Design imem_loader, sky130hd; sources not shown.
Fig. 1: routed metal per tile
The die is cut into 22 by 22 equal tiles; black is low, pale yellow is high, scaled to the fullest tile. Values are wire area over tile area, all layers added.
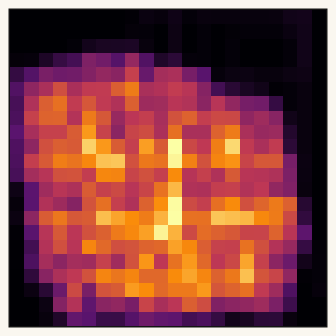
fullest tile: 0.63
emptiest ninth of the die: north-east
nearly empty tiles: 19%
tiles over half the peak: 39%
vias post-DR: 61308
Tot GR Track Use: 25.6%
final WL: 257000 um
WL per Instance: 24.6 um

Fig. 2: zoomed window
Bar = 10 um. Region (206, 119) to (231, 144) um. Cells in grey, sequential cells in the stronger grey; small squares are vias.
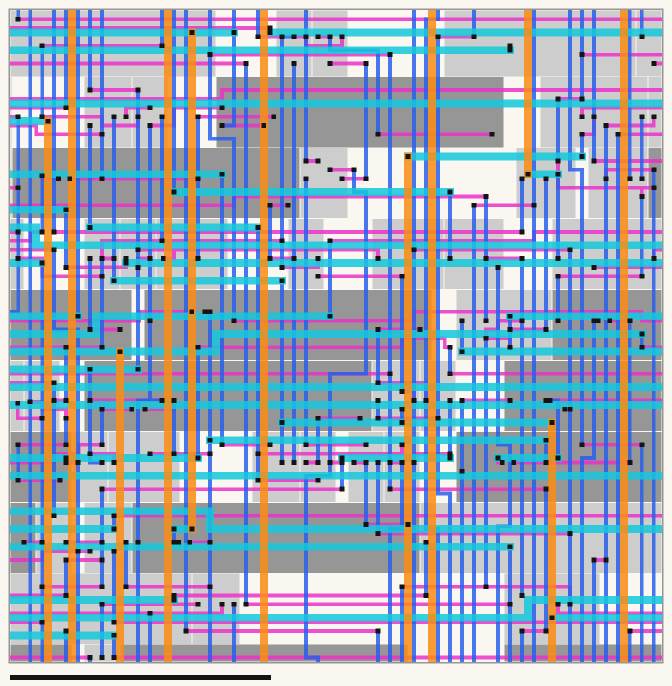
| colour | layer |
|---|---|
| orange | M4 |
| blue | M2 |
| cyan | M3 |
| magenta | M1 |
sequential cells in the window: 7
most frequent: nand2_1 (11), edfxtp_1 (7), nand3_1 (6)
cells with their middle in the window: 40

Fig. 3: placed standard cells
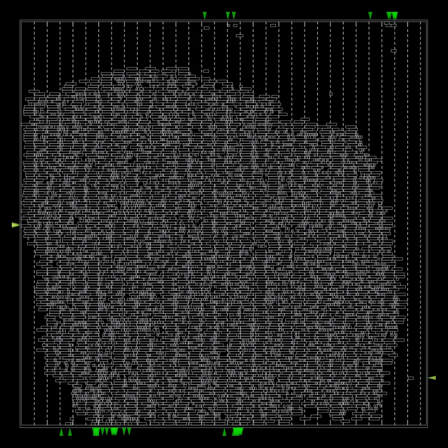
fraction of area in registers: 59.3%
Tap Cells: 2495

==> flow_summary.yaml <==
# generated from flow reports
floorplanning:
  row_count: 159
  die_h_um: 437
  die_w_um: 437
  io_pins: 42
  core_um2: 188000
  die_area_um2: 191000
  fp-utilization_pct: 45.4
synth:
  fp_nets: 7262
  ys_cells: 7227
  top_area_share_pct: 72.2
  synth_top_cell_by_area: "edfxtp_1"
  seq_area_frac_synth_pct: 73.3
  ys_area_um2: 85200
  yosysWarnings: 0
  synthArstFlopShare_pct: 1.82
  edf_count: 2048
  postSynthCellCount: 7227
  syn_area_per_cell_um2: 11.8
  yosys-top-cells-area: "edfxtp_1 72%, nand3_1 12%, nand2_1 9.5%"
  yosysUniqueCellTypes: 44
  synthFlopType: "edfxtp_1"
  syn_area_um2: 85200
  ys_seq_elements: 2086
timing:
  fmax_mhz: 311
  fin_ws_ps: -320
  worstMarginPinSlew_ps: 1100
  relSlewSlack_pct: 26.8
  rsz0062_at_grt: "yes"
  tns_ps: -2330
  timing.hold.ws_ps: 89.8
  drv_slew: 0
  fin_crit_sh_pct: 111
  period_minus_slack_ps: 3220
  setup_viol: 8
  hold_viol: 0
critical_path:
  path_max_fanout: 10
  cp.depth: 16
  crit_path_start_kind: "primary input"
  ff2ff_setup_slack_ps: 590
  critPathSlowestCell: "buf_16"
  cp.required_ps: 2270
  crit_top_cell: "nand3_1"
  reg2reg_depth: 10
  end_kind: "primary output"
  crit_path_max_incr_delay_ps: 200
  critical-path-top-delay-family: "simple AND/OR/NAND/NOR gates"
  cp_num_buf_inv: 6
  worst-setup-path-type: "in -> out"
  crit_chain: "buf_16, buf_16, buf_12, buf_12, nand2_1, nand3_1, nand3_1, nand3_1, nand3_1, nand3_1, nand3_2, buf_4, nand2_1, nand2_2, nand2_4, buf_12"
  arrival_ps: 2590
routing:
  drt_iter0_drc: 8585
  via_per_inst: 5.86
  dr.pass1.iters: 9
  drc_errors: 0
  ant_nets: 0
min_path:
  hold_path_class: "in -> reg"
  hold_depth: 1
power:
  vdd_drop_max_uv: 601
  power.total_uw: 66600
  leakage_uw: 0.0382
  powerDensity_nw_per_um2: 632
finish:
  fillers: 14667
  comb_area_um2: 22900
  final_area_um2: 105000
  largest_reg_flops: 2048
  ff_latch_area_um2: 62500
  drive_above_1_share_pct: 20.0
  fin_nets: 7822
  areaGrowthSynthToFinish_pct: 23.6
global_route:
  grt_pass1_wl_um: 366000
  antenna_found_initial: 5
  grt_max_degree: 143
  grt_pass1_vias: 57663
  grt-ovfl-total: 0
clock_tree:
  clk_pin_slew_ps: 60
  htree_levels: 4
  cts_tree: "built"
  clk_latency_ps: 840
  cts-root-buf: "clkbuf_16"
  cts_sinks: 2086
  clock_path_buffers: 3
  cts_made_buffers: 202
status:
  violations: "negative setup slack"
  status: "complete, but fails checks"
run:
  drv_cap: 0
  tool_warnings: 54
placed_design:
  gp_congestion: 0.955
  portBuffers: 41
  dpl.hpwl_um: 147000
  place_area_um2: 93500
-- area by class of cell --
class                      count  area share, %
clock buffer                 252           5.13
sequential                  2086           59.3
multi-input combinational   4601           21.7
inverter                      53          0.248
timing repair buffer         840           9.40
tap                         2495           2.97
antenna                        7         0.0166
clock inverter               120           1.16
timing repair inverter         3         0.0428
-- through the flow --
| step | util, % | worst slack [ps] | instances |
|---|---|---|---|
| floorplan | - | 178 | 7227 |
| global placement | 49.8 | -727 | 9982 |
| detailed placement | 49.8 | -680 | 9982 |
| CTS | 54.6 | -340 | 10404 |
| global route | 56.1 | -365 | 10451 |
| finish | 56.1 | -320 | 10457 |
-- routing by layer --
| layer | global-route usage [%] | vias up | routed length, um |
|---|---|---|---|
| met2 | 39.9 | 3894 | 120000 |
| li1 | - | 26880 | - |
| met4 | 12.6 | 2 | 12500 |
| met3 | 5.37 | 700 | 30200 |
| met5 | 0 | - | 12 |
| met1 | 34.0 | 29832 | 94800 |
-- layout by cell type (no fill, tap or decap), types with 5 or more instances in the layout --
cell type,netlist,routed
nand2_1,2160,2111
edfxtp_1,2048,2048
nand3_1,2035,1625
buf_4,17,546
nand3_2,0,350
nor2_1,297,297
clkbuf_16,0,230
buf_12,0,125
nand3_4,1,61
buf_16,0,52
inv_1,47,45
clkinv_1,1,44
nand2_2,1,43
buf_6,5,43
clkbuf_1,109,41
dfrtp_1,37,36
clkinv_2,0,35
o21ai_0,26,26
bufinv_16,0,20
buf_8,0,20
a21oi_1,18,18
ha_1,14,14
clkdlybuf4s50_1,0,14
clkinvlp_4,0,11
bufbuf_16,0,10
nand2_4,2,9
diode_2,0,7
nor3_1,6,6
nor4_1,5,5
o211ai_1,5,5
clkinv_16,0,5
-- cells in the mapped netlist (3+ instances only) --
| cell type | count |
|---|---|
| inv_2 | 4 |
| ha_1 | 14 |
| a31oi_1 | 3 |
| nor4_1 | 5 |
| buf_2 | 302 |
| nand3_1 | 2035 |
| dfrtp_1 | 37 |
| clkbuf_1 | 109 |
| edfxtp_1 | 2048 |
| o21ai_0 | 26 |
| a22oi_1 | 3 |
| buf_1 | 54 |
| inv_1 | 47 |
| a21oi_1 | 18 |
| buf_6 | 5 |
| nand2_1 | 2160 |
| nor3_1 | 6 |
| buf_4 | 17 |
| nand4_1 | 4 |
| o211ai_1 | 5 |
| nor2_1 | 297 |
-- cells by family after synthesis --
kind of cell | count (synthesis) | synth area share (%)
xor gates and xnor gates | 2 | 0.0206
adders and majority gates | 15 | 0.229
DFF | 2086 | 73.3
AOI/OAI and AO/OA | 65 | 0.445
and+or+nand+nor | 4519 | 23.0
buffers and inverters | 540 | 2.95
-- what timing repair did --
item	4_1_cts	5_1_grt
gates cloned	37	24
buffers inserted	12	26
pin swaps	30	109
hold buffers	1	0
resized	279	391
endpoints found under the hold margin	37	0
setup endpoints to repair	12	9
-- where the power goes --
part | internal (uW) | switching, uW
Sequential | 33300 | 177
Combinational | 2270 | 4460
Clock | 15000 | 11400
Power is estimated from default activity; no workload was simulated.
